run_1/m1.png
(1.5 px per um)
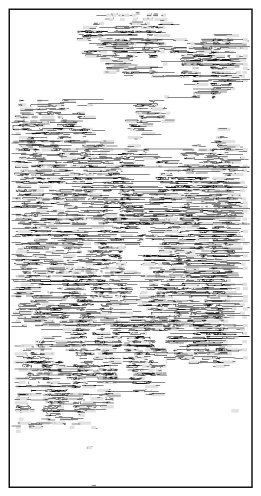
run_1/m2.png
(2 px per um)
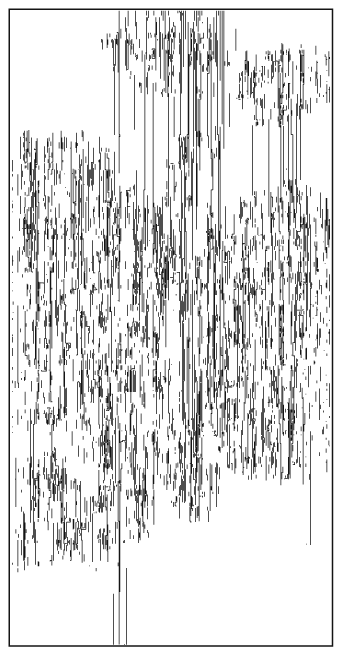
run_1/m3.png
(1 px per um)
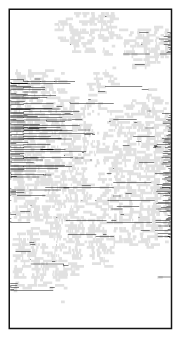
## config.mk

```make
export PLATFORM = sky130hd
export DESIGN_NAME = matrix_uart_rx
export DESIGN_NICKNAME = d
export VERILOG_FILES = /design/src/rtl/matrix_uart_rx.sv
export SDC_FILE = /design/constraint.sdc
export NUM_CORES = 1
export LEC_CHECK = 0
export CAP_MARGIN = 10
export CORE_ASPECT_RATIO = 2
export CORE_MARGIN = 2
export CORE_UTILIZATION = 30
export DETAILED_ROUTE_END_ITERATION = 16
export PLACE_DENSITY = 0.6
export SLEW_MARGIN = 20
export SYNTH_ARGS = -nofsm -noshare
export SYNTH_HDL_FRONTEND = slang
export SYNTH_SLANG_ARGS = --single-unit
```

## constraint.sdc

```tcl
create_clock -name clk -period 7.5 [get_ports clk]
set_input_delay 1.125 -clock clk [delete_from_list [all_inputs] [get_ports clk]]
set_output_delay 1.125 -clock clk [all_outputs]
set_load 0.005 [all_outputs]
```

## src/rtl/matrix_uart_rx.sv

```systemverilog
// matrix_uart_rx: 8N1 UART receiver feeding an ASCII matrix parser.
// A frame is "m n e00 e01 ..." as decimal tokens split by space/CR/LF;
// elements land row-major in matrixData once m and n are accepted.
module matrix_uart_rx #(
  parameter int CLK_FREQ_HZ = 100_000_000,
  parameter int BAUD_RATE   = 115200,
  parameter int MAX_DIM     = 5
) (
  input  logic                         clk,
  input  logic                         uartTxRstN,
  input  logic                         uartRx,
  input  logic                         abort,
  output logic [MAX_DIM*MAX_DIM*8-1:0] matrixData,
  output logic [7:0]                   m,
  output logic [7:0]                   n,
  output logic                         frameDone,
  output logic                         busy,
  output logic                         err,
  output logic [1:0]                   errCode
);
  localparam int CPB  = CLK_FREQ_HZ / BAUD_RATE;
  localparam int HALF = CPB / 2;
  localparam int CW   = $clog2(CPB + 1);
  localparam int DW   = (MAX_DIM > 1) ? $clog2(MAX_DIM) : 1;
  localparam int NEL  = MAX_DIM * MAX_DIM;

  typedef enum logic [2:0] {R_IDLE, R_START, R_DATA, R_STOP, R_WAIT} rx_st_t;
  typedef enum logic [1:0] {GET_M, GET_N, GET_ELEM} p_st_t;

  // ---------------- receiver ----------------
  logic          rx_s1, rx_s, rx_prev;
  rx_st_t        rx_st, rx_nxt;
  logic [CW-1:0] cnt, cnt_nxt;
  logic [2:0]    bitn, bit_nxt;
  logic [7:0]    sh, sh_nxt;
  logic          byte_vld, ferr;

  // two-flop synchronizer plus one delayed copy for falling-edge detect
  always_ff @(posedge clk or negedge uartTxRstN) begin
    if (!uartTxRstN) begin
      rx_s1   <= 1'b1;
      rx_s    <= 1'b1;
      rx_prev <= 1'b1;
    end else begin
      rx_s1   <= uartRx;
      rx_s    <= rx_s1;
      rx_prev <= rx_s;
    end
  end

  // receiver state register
  always_ff @(posedge clk or negedge uartTxRstN) begin
    if (!uartTxRstN) begin
      rx_st <= R_IDLE;
      cnt   <= '0;
      bitn  <= '0;
      sh    <= '0;
    end else begin
      rx_st <= rx_nxt;
      cnt   <= cnt_nxt;
      bitn  <= bit_nxt;
      sh    <= sh_nxt;
    end
  end

  // bit timing: start mid-point check, then one sample per bit period
  always_comb begin
    rx_nxt   = rx_st;
    cnt_nxt  = cnt + CW'(1);
    bit_nxt  = bitn;
    sh_nxt   = sh;
    byte_vld = 1'b0;
    ferr     = 1'b0;
    unique case (rx_st)
      R_IDLE: begin
        cnt_nxt = '0;
        if (rx_prev && !rx_s) rx_nxt = R_START;
      end
      R_START: if (cnt == CW'(HALF - 1)) begin
        cnt_nxt = '0;
        bit_nxt = '0;
        rx_nxt  = rx_s ? R_IDLE : R_DATA;  // high again: glitch, no error
      end
      R_DATA: if (cnt == CW'(CPB - 1)) begin
        cnt_nxt = '0;
        sh_nxt  = {rx_s, sh[7:1]};
        bit_nxt = bitn + 3'd1;
        if (bitn == 3'd7) rx_nxt = R_STOP;
      end
      R_STOP: if (cnt == CW'(CPB - 1)) begin
        cnt_nxt = '0;
        if (rx_s) begin
          byte_vld = 1'b1;
          rx_nxt   = R_IDLE;
        end else begin
          ferr   = 1'b1;
          rx_nxt = R_WAIT;  // don't take a start edge until the line recovers
        end
      end
      R_WAIT: begin
        cnt_nxt = '0;
        if (rx_s) rx_nxt = R_IDLE;
      end
      default: rx_nxt = R_IDLE;
    endcase
  end

  // ---------------- parser ----------------
  p_st_t           p_st, p_nxt;
  logic [9:0]      acc, acc_nxt;
  logic            pend, pend_nxt, ovf, ovf_nxt;
  logic [DW-1:0]   ix, ix_nxt, iy, iy_nxt;
  logic [7:0]      m_nxt, n_nxt, idx;
  logic [NEL*8-1:0] mat_nxt;
  logic            busy_nxt, done_nxt, err_nxt;
  logic [1:0]      code_nxt;
  logic [13:0]     acc_mul;
  logic            is_dig, is_del, dim_ok;

  assign is_dig  = (sh >= 8'h30) && (sh <= 8'h39);
  assign is_del  = (sh == 8'h20) || (sh == 8'h0D) || (sh == 8'h0A);
  assign acc_mul = 14'(acc) * 14'd10 + 14'(sh[3:0]);
  assign dim_ok  = (acc >= 10'd1) && (acc <= 10'(MAX_DIM));
  assign idx     = 8'(iy) * n + 8'(ix);

  // parser and output registers
  always_ff @(posedge clk or negedge uartTxRstN) begin
    if (!uartTxRstN) begin
      p_st <= GET_M;  acc <= '0;  pend <= 1'b0;  ovf <= 1'b0;
      ix <= '0;  iy <= '0;  m <= '0;  n <= '0;  matrixData <= '0;
      busy <= 1'b0;  frameDone <= 1'b0;  err <= 1'b0;  errCode <= '0;
    end else begin
      p_st <= p_nxt;  acc <= acc_nxt;  pend <= pend_nxt;  ovf <= ovf_nxt;
      ix <= ix_nxt;  iy <= iy_nxt;  m <= m_nxt;  n <= n_nxt;  matrixData <= mat_nxt;
      busy <= busy_nxt;  frameDone <= done_nxt;  err <= err_nxt;  errCode <= code_nxt;
    end
  end

  // token accumulation, commit decisions and error reporting
  always_comb begin
    p_nxt = p_st;  acc_nxt = acc;  pend_nxt = pend;  ovf_nxt = ovf;
    ix_nxt = ix;  iy_nxt = iy;  m_nxt = m;  n_nxt = n;  mat_nxt = matrixData;
    busy_nxt = busy;  done_nxt = 1'b0;  err_nxt = 1'b0;  code_nxt = errCode;
    // framing errors leave the parser untouched
    if (ferr) begin
      err_nxt  = 1'b1;
      code_nxt = 2'd0;
    end
    if (abort) begin
      p_nxt = GET_M;  acc_nxt = '0;  pend_nxt = 1'b0;  ovf_nxt = 1'b0;  busy_nxt = 1'b0;
    end else if (byte_vld) begin
      if (is_dig) begin
        acc_nxt  = acc_mul[9:0];
        ovf_nxt  = ovf | (acc_mul > 14'd255);
        pend_nxt = 1'b1;
        if (p_st == GET_M) busy_nxt = 1'b1;
      end else if (is_del) begin
        if (pend) begin
          acc_nxt = '0;  pend_nxt = 1'b0;  ovf_nxt = 1'b0;
          if (ovf) begin
            err_nxt = 1'b1;  code_nxt = 2'd2;  p_nxt = GET_M;  busy_nxt = 1'b0;
          end else begin
            unique case (p_st)
              GET_M: if (dim_ok) begin
                m_nxt = acc[7:0];  mat_nxt = '0;  busy_nxt = 1'b1;  p_nxt = GET_N;
              end else begin
                err_nxt = 1'b1;  code_nxt = 2'd3;  busy_nxt = 1'b0;
              end
              GET_N: if (dim_ok) begin
                n_nxt = acc[7:0];  ix_nxt = '0;  iy_nxt = '0;  p_nxt = GET_ELEM;
              end else begin
                err_nxt = 1'b1;  code_nxt = 2'd3;  busy_nxt = 1'b0;  p_nxt = GET_M;
              end
              GET_ELEM: begin
                for (int k = 0; k < NEL; k++)
                  if (idx == 8'(k)) mat_nxt[k*8 +: 8] = acc[7:0];
                if (8'(ix) == n - 8'd1) begin
                  ix_nxt = '0;
                  if (8'(iy) == m - 8'd1) begin
                    done_nxt = 1'b1;  busy_nxt = 1'b0;  p_nxt = GET_M;
                  end else begin
                    iy_nxt = iy + DW'(1);
                  end
                end else begin
                  ix_nxt = ix + DW'(1);
                end
              end
              default: p_nxt = GET_M;
            endcase
          end
        end
      end else begin
        acc_nxt = '0;  pend_nxt = 1'b0;  ovf_nxt = 1'b0;
        err_nxt = 1'b1;  code_nxt = 2'd1;  p_nxt = GET_M;  busy_nxt = 1'b0;
      end
    end
  end
endmodule

```

==> flow_summary.json, run 1 <==
{
  "status": "completed",
  "hpwl_um": 27090,
  "critPathArrivalTime_ns": 5.43,
  "chipWidth_um": 160.8,
  "rsz0062_at_grt": "no",
  "finalHoldViolCount": 0,
  "worst_pin_slew_ns": 0.9904,
  "cts_sinks": 268,
  "hold_buffers": 0,
  "via_per_inst": 5.166,
  "p_comb_share_pct": 4.1,
  "top_area_cell": "dfrtp_1",
  "die_area_um2": 51080,
  "pin_count": 225,
  "yosysChipArea_um2": 14760,
  "core_area_um2": 48920,
  "max_cap_viol_count": 0,
  "io_buffers": 224,
  "synthFlopType": "dfrtp_1",
  "power_density_nw_per_um2": 166.8,
  "rows": 115,
  "cts_resized": 0,
  "p_leak_nw": 7.500,
  "area_delta_synth_final_pct": 23.79,
  "utilization_pct": 37.34,
  "final_cell_mix": "dfrtp_1 (265), nand2_1 (250), clkdlybuf4s50_1 (223)",
  "ys_seq_share_pct": 45.48,
  "remaining_drc_errors": 0,
  "startpoint_type": "register",
  "grt_max_degree": 170,
  "fin_skew_ns": 0.02489,
  "root_buffer": "clkbuf_16",
  "maxSlewHeadroom_pct": 33.98,
  "synthDistinctLibCells": 71,
  "h-tree-depth": 1,
  "crit_fanout": 25,
  "final_cell_area_um2": 18270,
  "cts.clk_slew.worst_paths_ns": 0.06,
  "period_needed_ns": 5.010,
  "fmax_mhz": 199.6,
  "gp_congestion": 0.7674,
  "ys_cells": 1449,
  "top_cells_by_area": "dfrtp_1 (45%), o211ai_2 (14%), nand2_1 (6.4%)",
  "grt_use_total_pct": 16.48,
  "period_used_pct": 66.80,
  "cp.required_ns": 7.92,
  "antenna_found_initial": 0,
  "nets": 1657,
  "internal_power_mw": 2.331
}
About m1.png:
wire length on this layer = 19,600 um
main direction = horizontal
Post-Route WL: 42,700 um
met1 usage: 23.75%
via count: 11.69k

About m2.png:
wire length on this layer = 18,700 um
main direction = vertical
nets with wire on the layer = 1,367
share of all routed wire = 44%
met2 GRT Util: 24.39%

About m3.png:
main direction = horizontal
wire length on this layer = 3,700 um
share of all routed wire = 8.7%
GR Util met3: 5.113%

[run 1: power groups by stage]
stage / clock (mW) / combinational, mW / sequential, mW
5_1_grt: 1.54 / 0.144 / 1.49
3_3_place_gp: 0 / 0.126 / 1.51
3_5_place_dp: 0 / 0.127 / 1.51
4_1_cts: 1.49 / 0.127 / 1.49
6_report: 1.43 / 0.126 / 1.49
2_1_floorplan: 0 / 0.0831 / 1.50
[run 1: synthesized netlist by cell type (all sizes together) (4+ instances only)]
cell type  instances
and3              10
fa                 9
and4               4
clkbuf            66
nor2              88
nand2b             9
a21o               6
nand4             23
o21ai             31
buf               43
and2              12
o211ai           169
a221o             32
inv               22
mux2i              4
nor3              16
a21oi             20
mux2              11
nor3b              4
nor4               8
nand3            195
xnor2             17
or2                9
nand2            251
nand3b             5
dfrtp            265
a211o              4
xor2              15
o31ai              4
nor2b             16
ha                43
[run 1: registers in the layout, indices dropped and copies added (netlist names)]
signal,cells
matrixData,200
acc,10
cnt,10
m,8
n,8
sh,8
bitn,3
ix,3
iy,3
rx_st,3
errCode,2
p_st,2
busy,1
err,1
frameDone,1
ovf,1
pend,1
rx_prev,1
rx_s,1
rx_s1,1
[run 1: per-stage QoR]
step	cells	power [mW]	setup WS, ns
2_1_floorplan	1449	1.583	3.661
3_3_place_gp	2213	1.638	2.543
3_5_place_dp	2213	1.639	2.453
4_1_cts	2261	3.097	2.476
5_1_grt	2262	3.172	1.978
6_report	2262	3.046	2.490
[run 1: worst max-delay path, stage by stage, from the launching register on]
cell and delay [ns]:
dfrtp_1 0.53, nand2_1 0.13, fa_1 0.52, inv_1 0.05, fa_1 0.50, ha_1 0.34
a211oi_1 0.23, o21bai_1 0.11, a21oi_1 0.24, xor2_2 0.75, nand4_1 0.97, nand3_1 0.37
o211ai_2 0.12
[run 1: routing by layer]
metal	share of wire (%)	wire length [um]	up-vias	global-route usage, %
li1	-	-	5526	-
met1	46	19610	5787	23.75
met2	44	18680	323	24.39
met3	8.7	3703	49	5.113
met4	1.7	714	0	3.393
met5	0	0	-	0
[run 1: final cells by class]
class	instances	area [um^2]
clock buffer	41	830.8
clock inverter	7	88.84
fill	4905	30660
inverter	22	82.58
multi-input combinational	1050	7417
sequential	268	6710
tap	643	804.5
timing repair buffer	231	2332
[run 1: logic make-up after synthesis]
| kind of cell | synth area share (%) |
|---|---|
| simple gates | 21.84 |
| mux | 1.111 |
| fa+ha+maj | 4.867 |
| compound gates | 19.97 |
| buf+inv | 4.528 |
| flops | 45.48 |
| xor+xnor | 2.205 |
[run 1: final timing paths]
kind,from,cells past startpoint,endpoint
max,iy[1],12,matrixData[71]
min,rx_s1,0,rx_s
max reg2reg,iy[1],12,matrixData[71]
min reg2reg,rx_s1,0,rx_s
max in group asynchronous,uartTxRstN,3,matrixData[133]
min in group asynchronous,uartTxRstN,1,matrixData[181]
==> run 2: changes to the inputs <==
Settings changed: PLACE_DENSITY 0.6 to 0.62.
Clock period 7.5 ns to 4.3 ns, I/O delays scaled along.
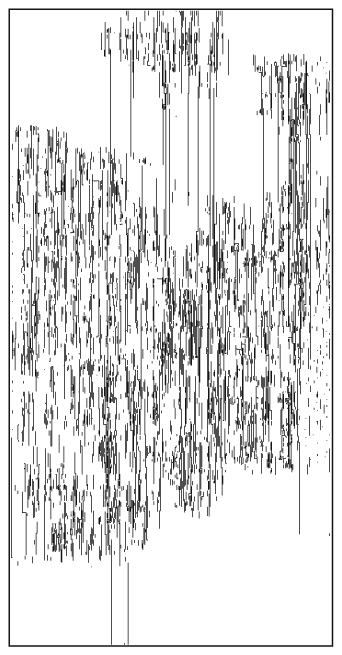
run_2/m2.png
(2 px per um)
main direction = vertical
nets with wire on the layer = 1,394
met2 GRT Util: 24.11%
Post-Route WL: 42,090 um
via count: 11.85k

==> run 2 against run 1 <==
Net effect:
- total power grew 78%
- highest routed layer unchanged
- fmax increased by 26%
- critical path depth stayed put
- cell area increased by 1.9%
- critical path type unchanged
- synthesized cell count unchanged
- sequential power up 74%
- non-clock buffer count up 37
==> flow_summary.json, run 2 <==
{
  "status": "completed",
  "remaining_drc_errors": 0,
  "top_area_cell": "dfrtp_1",
  "grt_use_total_pct": 16.44,
  "period_needed_ns": 3.978,
  "rows": 115,
  "largest_reg_flops": 200,
  "reg.largest.list": "matrixData: 200 flops, acc: 10 flops, cnt: 10 flops",
  "final_cells": 2303,
  "worst_pin_slew_ns": 1.092,
  "io_buffers": 224,
  "ys_seq_share_pct": 45.48,
  "synthDistinctLibCells": 71,
  "max_cap_viol_count": 0,
  "maxSlewHeadroom_pct": 27.22,
  "startpoint": "n[0]",
  "cts.clk_slew.worst_paths_ns": 0.07,
  "most_common_cell": "dfrtp_1",
  "area_delta_synth_final_pct": 26.12,
  "top_cells_by_area": "dfrtp_1 (45%), o211ai_2 (14%), nand2_1 (6.4%)",
  "common_cells": "dfrtp_1 (265), nand2_1 (251), nand3_1 (186)",
  "grt_max_degree": 222,
  "cts_resized": 0,
  "hold_buffers": 0,
  "h-tree-depth": 1,
  "yosysChipArea_um2": 14760,
  "root_buffer": "clkbuf_16",
  "fin_skew_ns": 0.01849,
  "final_cell_area_um2": 18610,
  "gp_congestion": 0.8056,
  "final_cell_mix": "dfrtp_1 (265), nand2_1 (250), clkdlybuf4s50_1 (223)",
  "power_density_nw_per_um2": 291.1,
  "total_power_mw": 5.416,
  "chipWidth_um": 160.8,
  "cts_sinks": 268,
  "antenna_found_initial": 0,
  "synthFlopType": "dfrtp_1",
  "fillers": 4843,
  "critPathArrivalTime_ns": 4.43,
  "die_area_um2": 51080,
  "hpwl_um": 27130,
  "r2r-start": "n[0]",
  "fmax_mhz": 251.4,
  "crit_fanout": 16,
  "rsz0062_at_grt": "no",
  "reg2reg_to": "matrixData[118]",
  "period_used_pct": 92.52,
  "reg2regPathDepth": 12,
  "utilization_pct": 38.04
}
[run 2: netlist changes by cell type in the layout (fill, tap and decap cells not counted), sizes merged]
cell and delta:
buf +37, bufinv +1, clkinv +3
[run 2: cell type report]
cell class	count	area, um^2	share of cell area (%)
Multi-Input combinational cell	1050	7410	39.82
Sequential cell	268	6710	36.06
Timing Repair Buffer	268	2628	14.12
Clock buffer	41	829.5	4.458
Tap cell	643	804.5	4.323
Clock inverter	11	145.1	0.7799
Inverter	22	82.58	0.4438
[run 2: critical path, stage by stage (launching register included)]
cell     delay (ns)
dfrtp_1        0.44
nand2_1        0.11
fa_1           0.54
inv_1          0.05
fa_1           0.50
ha_1           0.35
a21o_1         0.17
a21oi_1        0.24
xnor2_1        0.26
nor3_1         0.28
and3_1         0.53
nor2_1         0.10
a221o_1        0.27
[run 2: how the worst max path moves through the flow]
stage	end	cells past startpoint	slack, ns
floorplan	matrixData[166]	15	0.46
global placement	matrixData[118]	12	0.47
detailed placement	matrixData[117]	12	0.38
CTS	matrixData[117]	12	0.37
global route	matrixData[118]	12	0.06
finish	matrixData[118]	12	0.32
[run 2: kinds of logic (layout without fill, tap and decap cells)]
| group | Yosys count | count (layout) | share of synthesized area, % |
|---|---|---|---|
| flops | 268 | 268 | 45.48 |
| mux | 15 | 15 | 1.111 |
| fa+ha+maj | 52 | 52 | 4.867 |
| simple gates | 660 | 660 | 21.84 |
| xor+xnor | 34 | 34 | 2.205 |
| buf+inv | 131 | 342 | 4.528 |
| compound gates | 289 | 289 | 19.97 |
[run 2: metrics by stage]
step                worst slack (ns)  hold WS [ns]
CTS                           0.3676        0.1407
global placement              0.4665        0.3460
detailed placement            0.3784        0.3509
floorplan                     0.4608        0.3452
global route                 0.05909        0.1888
finish                        0.3215        0.1069
[run 2: where the power goes]
| group | switching [mW] | total, mW | internal, mW |
|---|---|---|---|
| Sequential | 0.0459 | 2.59 | 2.55 |
| Combinational | 0.154 | 0.226 | 0.0722 |
| Clock | 1.08 | 2.60 | 1.52 |
| Total | 1.28 | 5.42 | 4.14 |
[run 2: routing by layer]
layer	vias to the layer above	global-route usage, %	wire length [um]
met5	-	0	0
met1	5849	24.18	19550
met4	0	2.817	620
met2	354	24.11	18070
li1	5606	-	-
met3	38	5.035	3847
==> run 3: changes to the inputs <==
Settings changed: CAP_MARGIN 10 to default.
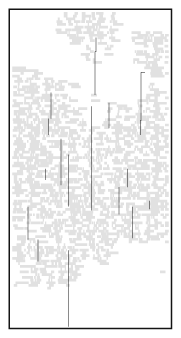
run_3/m4.png
(1 px per um)
longest straight run = 104 um
share of all routed wire = 1.5%
wire length on this layer = 621 um
main direction = vertical

==> run 3 against run 2 <==
Net effect:
- non-clock buffer count unchanged
- setup slack unchanged
- critical path depth stayed put
- die area stayed put
- combinational power about the same
- first-iteration DRC count unchanged
- sequential share of layout area unchanged
- total power unchanged
- largest cell class unchanged
- routed wire length did not move
- via count did not move
- cell area did not move
- largest power group unchanged
==> flow_summary.json, run 3 <==
{
  "status": "completed",
  "hpwl_um": 27130,
  "top_cells_by_area": "dfrtp_1 (45%), o211ai_2 (14%), nand2_1 (6.4%)",
  "remaining_drc_errors": 0,
  "cts.clk_slew.worst_paths_ns": 0.07,
  "worst_pin_slew_ns": 1.092,
  "crit_slowest_cell": "fa_1",
  "area_delta_synth_final_pct": 26.12,
  "regArea_um2": 6710,
  "clockPowerShare_pct": 47.9,
  "swShare_pct": 23.63,
  "crit_buf_inv": 1,
  "fillers": 4843,
  "finalHoldViolCount": 0,
  "reg.largest.list": "matrixData: 200 flops, acc: 10 flops, cnt: 10 flops",
  "regMostFlops": "matrixData",
  "nets": 1694,
  "cts_resized": 0,
  "critPathArrivalTime_ns": 4.43,
  "yosysChipArea_um2": 14760,
  "period_used_pct": 92.52,
  "drt-total-wl_um": 42090,
  "top_area_cell": "dfrtp_1",
  "crit_fanout": 16,
  "gp_congestion": 0.8056
}
## run 3: cell counts after synthesis
Identical to the previous run, type by type.
## run 3: kinds of logic after synthesis
group | synth area share (%)
XOR/XNOR | 2.205
multiplexers | 1.111
AND-OR/OR-AND | 19.97
flip-flops | 45.48
buffers and inverters | 4.528
adder cells (fa/ha/maj) | 4.867
AND/OR/NAND/NOR | 21.84
## run 3: per-stage QoR
stage          utilization, %  instances  setup slack, ns  hold WS, ns
2_1_floorplan               -       1449           0.4608       0.3452
3_3_place_gp            36.05       2251           0.4665       0.3460
3_5_place_dp            36.05       2251           0.3784       0.3509
4_1_cts                 38.04       2303           0.3676       0.1407
5_1_grt                 38.04       2303          0.05909       0.1888
6_report                38.04       2303           0.3215       0.1069
## run 3: worst paths after layout
| path | start | to | slack, ns | depth (start not counted) |
|---|---|---|---|---|
| hold / removal | uartTxRstN | matrixData[44] | 0.11 | 1 |
| setup / recovery | n[0] | matrixData[118] | 0.32 | 12 |
| setup reg to reg | n[0] | matrixData[118] | 0.32 | 12 |
| min in group clk | rx_s1 | rx_s | 0.35 | 0 |
| max in group asynchronous | uartTxRstN | matrixData[152] | 3.21 | 2 |
| hold reg to reg | rx_s1 | rx_s | 0.35 | 0 |
## run 3: power groups by stage
| stage | Sequential, mW | Combinational, mW | Clock, mW |
|---|---|---|---|
| after floorplan | 2.62 | 0.145 | 0 |
| after global placement | 2.64 | 0.224 | 0 |
| after detailed placement | 2.64 | 0.230 | 0 |
| after CTS | 2.59 | 0.231 | 2.67 |
| after global routing | 2.60 | 0.263 | 2.77 |
| final | 2.59 | 0.226 | 2.60 |
## run 3: layout make-up
class / count / area share, %
Sequential cell: 268 / 36.06
Tap cell: 643 / 4.323
Clock buffer: 41 / 4.458
Timing Repair Buffer: 268 / 14.12
Multi-Input combinational cell: 1050 / 39.82
Inverter: 22 / 0.4438
Clock inverter: 11 / 0.7799
## run 3: per-layer routing
| metal | share of wire [%] | wire length [um] | vias to the layer above |
|---|---|---|---|
| met5 | 0 | 0 | - |
| li1 | - | - | 5606 |
| met2 | 43 | 18070 | 354 |
| met3 | 9.1 | 3847 | 38 |
| met1 | 46 | 19550 | 5849 |
| met4 | 1.5 | 620 | 0 |
## run 3: worst register-to-register path, cell delays in order (launching register included)
cell,delay [ns]
dfrtp_1,0.44
nand2_1,0.11
fa_1,0.54
inv_1,0.05
fa_1,0.50
ha_1,0.35
a21o_1,0.17
a21oi_1,0.24
xnor2_1,0.26
nor3_1,0.28
and3_1,0.53
nor2_1,0.11
a221o_1,0.27
Power and IR drop assume default switching activity.
